`config.mk`:
```
export PLATFORM = sky130hd
export DESIGN_NAME = alu_issue
export DESIGN_NICKNAME = d
export VERILOG_FILES = /design/src/rtl/alu_issue.sv
export SDC_FILE = /design/constraint.sdc
export NUM_CORES = 1
export LEC_CHECK = 0
export CORE_AREA = 5 5 139 141
export DETAILED_ROUTE_END_ITERATION = 7
export DIE_AREA = 0 0 144 146
export PLACE_DENSITY = 0.95
export SETUP_SLACK_MARGIN = 0.02
export SLEW_MARGIN = 10
export SYNTH_ARGS = -nofsm -noshare
export SYNTH_HDL_FRONTEND = slang
export SYNTH_SLANG_ARGS = --single-unit
```
`constraint.sdc`:
```
create_clock -name clk -period 4.9 [get_ports clk]
set_input_delay 0.49 -clock clk [delete_from_list [all_inputs] [get_ports clk]]
set_output_delay 0.49 -clock clk [all_outputs]
set_load 0.005 [all_outputs]
```
`src/rtl/alu_issue.sv`:
```
// alu_issue: decodes one MIPS-style instruction, drives the external alu, and returns
// writeback data, a branch decision or an exception. Optional MUL/DIV: ALU_ISSUE_MULDIV_EN.

package alu_issue_pkg;
  localparam logic [4:0] ALUOP_MOV = 5'd0;
  localparam logic [4:0] ALUOP_ADD = 5'd1;
  localparam logic [4:0] ALUOP_SUB = 5'd2;
  localparam logic [4:0] ALUOP_AND = 5'd3;
  localparam logic [4:0] ALUOP_OR  = 5'd4;
  localparam logic [4:0] ALUOP_XOR = 5'd5;
  localparam logic [4:0] ALUOP_NOR = 5'd6;
  localparam logic [4:0] ALUOP_SLT = 5'd7;
  localparam logic [4:0] ALUOP_SLL = 5'd8;
  localparam logic [4:0] ALUOP_SRL = 5'd9;
  localparam logic [4:0] ALUOP_SRA = 5'd10;
  localparam logic [4:0] ALUOP_LUI = 5'd11;
  localparam logic [4:0] ALUOP_BEQ = 5'd12;
  localparam logic [4:0] ALUOP_BNE = 5'd13;
  localparam logic [4:0] ALUOP_MUL = 5'd14;
  localparam logic [4:0] ALUOP_DIV = 5'd15;
endpackage

module alu_issue
  import alu_issue_pkg::*;
#(
  parameter int N         = 32,
  parameter int MD_SETTLE = 2
) (
  input  logic         clk,
  input  logic         rst_n,
  input  logic         in_valid,
  output logic         in_ready,
  input  logic [31:0]  instr,
  input  logic [N-1:0] pc,
  input  logic [N-1:0] rs_val,
  input  logic [N-1:0] rt_val,
  output logic [4:0]   aluop,
  output logic [N-1:0] alu_s,
  output logic [N-1:0] alu_t,
  output logic [4:0]   alu_shamt,
  input  logic [N-1:0] alu_out,
  input  logic         alu_zero,
  input  logic         alu_overflow,
  output logic         res_valid,
  input  logic         res_ready,
  output logic [N-1:0] res_data,
  output logic [4:0]   res_wreg,
  output logic         res_we,
  output logic         br_taken,
  output logic [N-1:0] br_target,
  output logic         exc_ovf,
  output logic         exc_illegal
);

  typedef enum logic [1:0] {IDLE, EXEC, CAPT, DONE} state_e;

  typedef struct packed {
    logic [4:0]   aluop;
    logic [N-1:0] s;
    logic [N-1:0] t;
    logic [4:0]   shamt;
    logic [4:0]   wreg;
    logic         we;
    logic         chk_ovf;
    logic         is_br;
    logic         illegal;
`ifdef ALU_ISSUE_MULDIV_EN
    logic         md;
    logic         div_zero;
`endif
  } dec_t;

  state_e state_q, state_d;
  dec_t   dec;
  logic   accept;
  logic   exec_last;
  logic   we_q, chk_ovf_q, is_br_q, div_zero_q;
  logic   ovf_now;

  logic [5:0]   op, funct;
  logic [4:0]   rt_f, rd_f;
  logic [15:0]  imm;
  logic [N-1:0] imm_sext, imm_zext;

  assign op       = instr[31:26];
  assign rt_f     = instr[20:16];
  assign rd_f     = instr[15:11];
  assign funct    = instr[5:0];
  assign imm      = instr[15:0];
  assign imm_sext = {{(N-16){imm[15]}}, imm};
  assign imm_zext = {{(N-16){1'b0}}, imm};

  // The rs field is never needed: its value arrives already read as rs_val.
  logic unused_rs_field;
  assign unused_rs_field = &{1'b0, instr[25:21]};

  // NOTE: every field gets a default before the case so no path leaves one unassigned (no latches).
  always_comb begin
    dec         = '0;
    dec.aluop   = ALUOP_MOV;
    dec.s       = rs_val;
    dec.t       = rt_val;
    dec.wreg    = rt_f;
    unique case (op)
      6'h00: begin
        dec.wreg = rd_f;
        unique case (funct)
          6'h00, 6'h02, 6'h03: begin
            dec.aluop = (funct == 6'h00) ? ALUOP_SLL :
                        (funct == 6'h02) ? ALUOP_SRL : ALUOP_SRA;
            dec.s     = rt_val;
            dec.t     = '0;
            dec.shamt = instr[10:6];
          end
          6'h20: begin dec.aluop = ALUOP_ADD; dec.chk_ovf = 1'b1; end
          6'h21: dec.aluop = ALUOP_ADD;
          6'h22: begin dec.aluop = ALUOP_SUB; dec.chk_ovf = 1'b1; end
          6'h23: dec.aluop = ALUOP_SUB;
          6'h24: dec.aluop = ALUOP_AND;
          6'h25: dec.aluop = ALUOP_OR;
          6'h26: dec.aluop = ALUOP_XOR;
          6'h27: dec.aluop = ALUOP_NOR;
          6'h2A: dec.aluop = ALUOP_SLT;
`ifdef ALU_ISSUE_MULDIV_EN
          6'h18: begin dec.aluop = ALUOP_MUL; dec.chk_ovf = 1'b1; dec.md = 1'b1; end
          6'h1A: begin
            dec.aluop    = ALUOP_DIV;
            dec.chk_ovf  = 1'b1;
            dec.md       = 1'b1;
            dec.div_zero = (rt_val == '0);
          end
`endif
          default: dec.illegal = 1'b1;
        endcase
      end
      6'h04: begin dec.aluop = ALUOP_BEQ; dec.is_br = 1'b1; end
      6'h05: begin dec.aluop = ALUOP_BNE; dec.is_br = 1'b1; end
      6'h08: begin dec.aluop = ALUOP_ADD; dec.t = imm_sext; dec.chk_ovf = 1'b1; end
      6'h09: begin dec.aluop = ALUOP_ADD; dec.t = imm_sext; end
      6'h0A: begin dec.aluop = ALUOP_SLT; dec.t = imm_sext; end
      6'h0C: begin dec.aluop = ALUOP_AND; dec.t = imm_zext; end
      6'h0D: begin dec.aluop = ALUOP_OR;  dec.t = imm_zext; end
      6'h0E: begin dec.aluop = ALUOP_XOR; dec.t = imm_zext; end
      6'h0F: begin dec.aluop = ALUOP_LUI; dec.t = imm_zext; end
      default: dec.illegal = 1'b1;
    endcase
    dec.we = !dec.is_br && !dec.illegal && (dec.wreg != 5'd0);
  end

  assign in_ready  = (state_q == IDLE);
  assign res_valid = (state_q == DONE);
  assign accept    = in_valid && in_ready;

`ifdef ALU_ISSUE_MULDIV_EN
  localparam int CW = (MD_SETTLE > 1) ? $clog2(MD_SETTLE) : 1;
  logic [CW-1:0] cnt_q;

  // Loaded on accept so EXEC lasts MD_SETTLE cycles for MUL/DIV and one cycle otherwise.
  always_ff @(posedge clk or negedge rst_n) begin
    if (!rst_n) begin
      cnt_q <= '0;
    end else if (accept) begin
      cnt_q <= dec.md ? CW'(MD_SETTLE - 1) : '0;
    end else if (state_q == EXEC && cnt_q != '0) begin
      cnt_q <= cnt_q - CW'(1);
    end
  end

  assign exec_last = (cnt_q == '0);
`else
  assign exec_last = 1'b1;
`endif

  always_comb begin
    state_d = state_q;
    unique case (state_q)
      IDLE: if (in_valid) state_d = dec.illegal ? DONE : EXEC;
      EXEC: if (exec_last) state_d = CAPT;
      CAPT: state_d = DONE;
      DONE: if (res_ready) state_d = IDLE;
    endcase
  end

  // NOTE: sequential state uses non-blocking assignments so every flop samples pre-edge values.
  always_ff @(posedge clk or negedge rst_n) begin
    if (!rst_n) state_q <= IDLE;
    else        state_q <= state_d;
  end

  assign ovf_now = (chk_ovf_q && alu_overflow) || div_zero_q;

  always_ff @(posedge clk or negedge rst_n) begin
    if (!rst_n) begin
      aluop       <= ALUOP_MOV;
      alu_s       <= '0;
      alu_t       <= '0;
      alu_shamt   <= '0;
      res_data    <= '0;
      res_wreg    <= '0;
      res_we      <= 1'b0;
      br_taken    <= 1'b0;
      br_target   <= '0;
      exc_ovf     <= 1'b0;
      exc_illegal <= 1'b0;
      we_q        <= 1'b0;
      chk_ovf_q   <= 1'b0;
      is_br_q     <= 1'b0;
      div_zero_q  <= 1'b0;
    end else if (accept) begin
      aluop       <= dec.aluop;
      alu_s       <= dec.s;
      alu_t       <= dec.t;
      alu_shamt   <= dec.shamt;
      res_data    <= '0;
      res_wreg    <= dec.wreg;
      res_we      <= 1'b0;
      br_taken    <= 1'b0;
      br_target   <= dec.is_br ? (pc + N'(4) + {imm_sext[N-3:0], 2'b00}) : '0;
      exc_ovf     <= 1'b0;
      exc_illegal <= dec.illegal;
      we_q        <= dec.we;
      chk_ovf_q   <= dec.chk_ovf;
      is_br_q     <= dec.is_br;
`ifdef ALU_ISSUE_MULDIV_EN
      div_zero_q  <= dec.div_zero;
`else
      div_zero_q  <= 1'b0;
`endif
    end else if (state_q == CAPT) begin
      res_data <= alu_out;
      exc_ovf  <= ovf_now;
      res_we   <= we_q && !ovf_now;
      br_taken <= is_br_q && alu_zero;
    end
  end

endmodule
```
### Routed clock nets over the placement

Bar = 50 um.
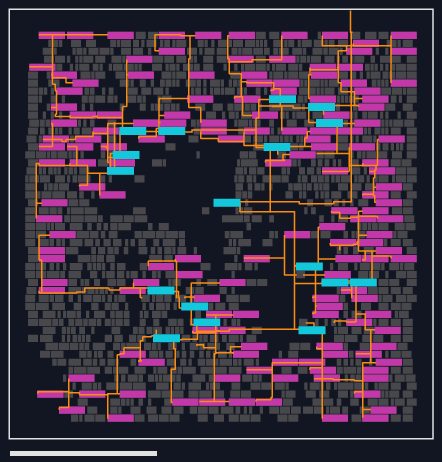
Key: orange = clock wires [length 1850 um]; magenta = flip-flops [count 151]; cyan = cells driving clock nets [count 17]
There are 18 routed clock nets. Position of the flops: widely spread.
worst skew pair latency: 420 ps
clock power share: 0.223
clk pwr: 1.26 mW

### Placement by cell class

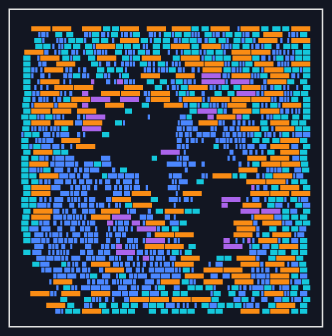
Key: blue = all other logic [cells 769]; purple = clock drivers and dummy loads [cells 32]; orange = flops [cells 151]; cyan = other buffers and delay cells [cells 316]
post-layout util: 0.691
Row Count: 49
Core Box Area: 17800 um^2
Seq/total area: 0.306

==> impl_metrics.ini <==
; flow metrics
[outcome]
status = finished clean

[pwr]
power.density_nw_per_um2 = 459
max-vdd-ir-drop_mv = 0.327
leakage_nw = 5.35
total_power_mw = 5.66

[place]
pre_cts_ws_ps = 971
place_congestion = 0.907
portBuffers = 308
place_inst = 1465
dpl-instance-area_um2 = 11800
hpwl_mm = 21.4

[yosys]
syn_inst = 984
edf_count = 0
synthDistinctLibCells = 57
top_area_cell = dfrtp_1
ys_cells = 984
postSynthAreaPerCell_um2 = 8.76
top_cell_area_share = 0.438
area_leaders = dfrtp_1 (44%), ha_1 (8.7%), nand2_1 (7.8%), nor2_1 (5.2%), mux2i_1 (4.5%)
ys_area_um2 = 8620
seq_area_frac_synth = 0.438
synthArstFlopShare = 1.00
yosysWarnings = 0
netlist_area_um2 = 8620
ys_ff = 151
ff_type = dfrtp_1
syn-num-nets = 1211

[timing]
rsz0062_at_grt = false
worst_slack_ps = 1300
hold_violations = 0
min_period_ps = 3600
skew_ps = 9.44
fin_hold_ws_ps = 170
finalCritPeriodShare = 0.735
setup_viol = 0
maxSlewViolCount = 0
worst_slew_pin_slew_ps = 1170
max_freq_mhz = 278
setup_tns_ps = 0
slew_headroom = 0.219

[global_route]
grt_pass1_vias = 8619
antenna_found_initial = 2
grt_overflow = 0
grt_max_degree = 108
grt_pass1_wl_mm = 45.0
grtUsageTotal = 0.266

[clock_tree]
root_buffer = clkbuf_16
cts_max_level = 4
cts_tree = yes
cts.path.max_buffers = 2
cts_resized = 0
cts-hold-fix-buffers = 0
numCtsBuffers = 17
postCtsSetupBuffers = 0
cts.sinks = 151
clkTransAtPathRegs_ps = 70

[detailed_routing]
wl_met3_mm = 2.29
drt-met1-wl_mm = 10.9
finalWirelength_mm = 28.2
wl_per_cell_um = 18.8
top_layer_used = met5
wl_met2_mm = 14.1
vias_per_cell = 5.62
ant_nets = 0
drc = 0
dr.pass1.iters = 6
drt_iter0_drc = 446
vias = 8413

[cells_and_area]
final_cells = 1497
seqCellArea_um2 = 3780
logic_area_um2 = 4470
antenna_cells = 0
design_area_um2 = 12300
synthToLayoutAreaGrowth_pct = 43.0
layout.nets = 1482
n_fill_cell = 1341
drive_gt1_frac = 0.0426

[setup_path]
reg2regPathDepth = 6
endpoint_kind = register
critPathRequiredTime_ps = 5190
crit_fanout = 11
crit_path_start_kind = primary input
crit_type = primary input to register
crit_arrival_ps = 3890

[die]
die_area_um2 = 21000
fp_util = 0.483
io_pins = 315
die_h_um = 146
fp.dieW_um = 144

[run]
log.warning_count = 35
max_cap_viol_count = 0

[min_path]
hp-class = primary input to asynchronous set/reset pin
state kept, by name, summed over array words and instances, names as in the netlist:
name,flops
is_br_q,1
we_q,1
res_wreg,5
br_taken,1
res_we,1
chk_ovf_q,1
state_q,2
res_data,32
exc_ovf,1
br_target,32
alu_t,32
aluop,4
alu_shamt,5
exc_illegal,1
alu_s,32
cell families after synthesis:
group           after synthesis  share of synthesized area
compound gates              235                      0.167
fa+ha+maj                    61                     0.0894
simple gates                384                      0.187
mux                          40                     0.0466
buf+inv                      86                     0.0447
other cells                   1                   0.000435
xor+xnor                     26                     0.0264
flops                       151                      0.438
power by group:
part,leakage (nW),total [mW],internal [mW],switching (mW)
Clock,0.281,1.26,0.711,0.551
Sequential,1.86,1.95,1.70,0.246
Combinational,3.22,2.45,1.35,1.10
synth_stat cells, types with 4 or more instances:
library cell    n
o31ai_1        13
nand3_1        32
o21bai_1        5
o21ai_1         7
nor3_1          9
a31oi_1        55
nand4_1         9
nand2b_1        9
buf_6           7
nand2_1       180
nor2_1        120
o211ai_1        4
o21a_1          5
buf_2           5
clkbuf_1       48
xor2_1          9
or3_1           5
dfrtp_1       151
xnor2_1        17
a21oi_1        58
mux2i_1        39
a21o_1          9
inv_1          22
ha_1           60
o21ai_0        51
critical path, stage by stage:
cell and delay [ps]:
clkdlybuf4s50_1 830, ha_1 340, ha_1 380, a21oi_1 220, o211ai_2 150, a311oi_1 560
o21ai_1 300, a21boi_0 270, xor2_1 230, o21ai_0 120
per-layer routing:
layer	vias to the layer above	track usage
li1	3996	-
met1	3978	0.323
met2	373	0.458
met3	64	0.0638
met4	2	0.0927
met5	-	0
layout by cell type (no fill, tap or decap), types with 3 or more instances in the layout:
cell type and instances:
a31oi_1 55, inv_1 22, nand4_1 9, nor2b_1 3
o21bai_1 5, or3_1 4, nand2b_1 9, xor2_1 9
clkdlybuf4s50_1 307, o21ai_1 7, nor3_1 9, o21ai_0 51
inv_6 5, a21oi_1 58, buf_4 8, xnor2_1 17
o211ai_1 4, nand3_1 32, nand2_1 179, nor4_1 3
a21boi_0 3, clkbuf_16 17, ha_1 59, nor2_1 120
clkinv_2 3, o21a_1 5, dfrtp_1 151, mux2i_1 39
o31ai_1 13, clkinv_4 4, a21o_1 9
worst paths after layout:
check                                          from                   endpoint  slack [ps]
setup / recovery                           instr[5]  br_target[22]$_DFFE_PN0P_        1300
hold / removal                                rst_n      alu_s[23]$_DFFE_PN0P_         170
setup reg to reg             state_q[1]$_DFFE_PN0P_   alu_shamt[4]$_DFFE_PN0P_        2210
hold reg to reg            br_target[5]$_DFFE_PN0P_   br_target[5]$_DFFE_PN0P_         480
max in group asynchronous                     rst_n  br_target[16]$_DFFE_PN0P_        3470
min in group clk           br_target[5]$_DFFE_PN0P_   br_target[5]$_DFFE_PN0P_         480
area by class of cell:
class                   instances  share of cell area
multi-input cells             747               0.363
clock buffers                  17              0.0345
inverters                      22             0.00670
well taps                     229              0.0232
clock inverters                15              0.0116
flip-flops and latches        151               0.306
repair buffers                316               0.255
Power figures rest on the tool's default switching activity, not on a simulated workload.
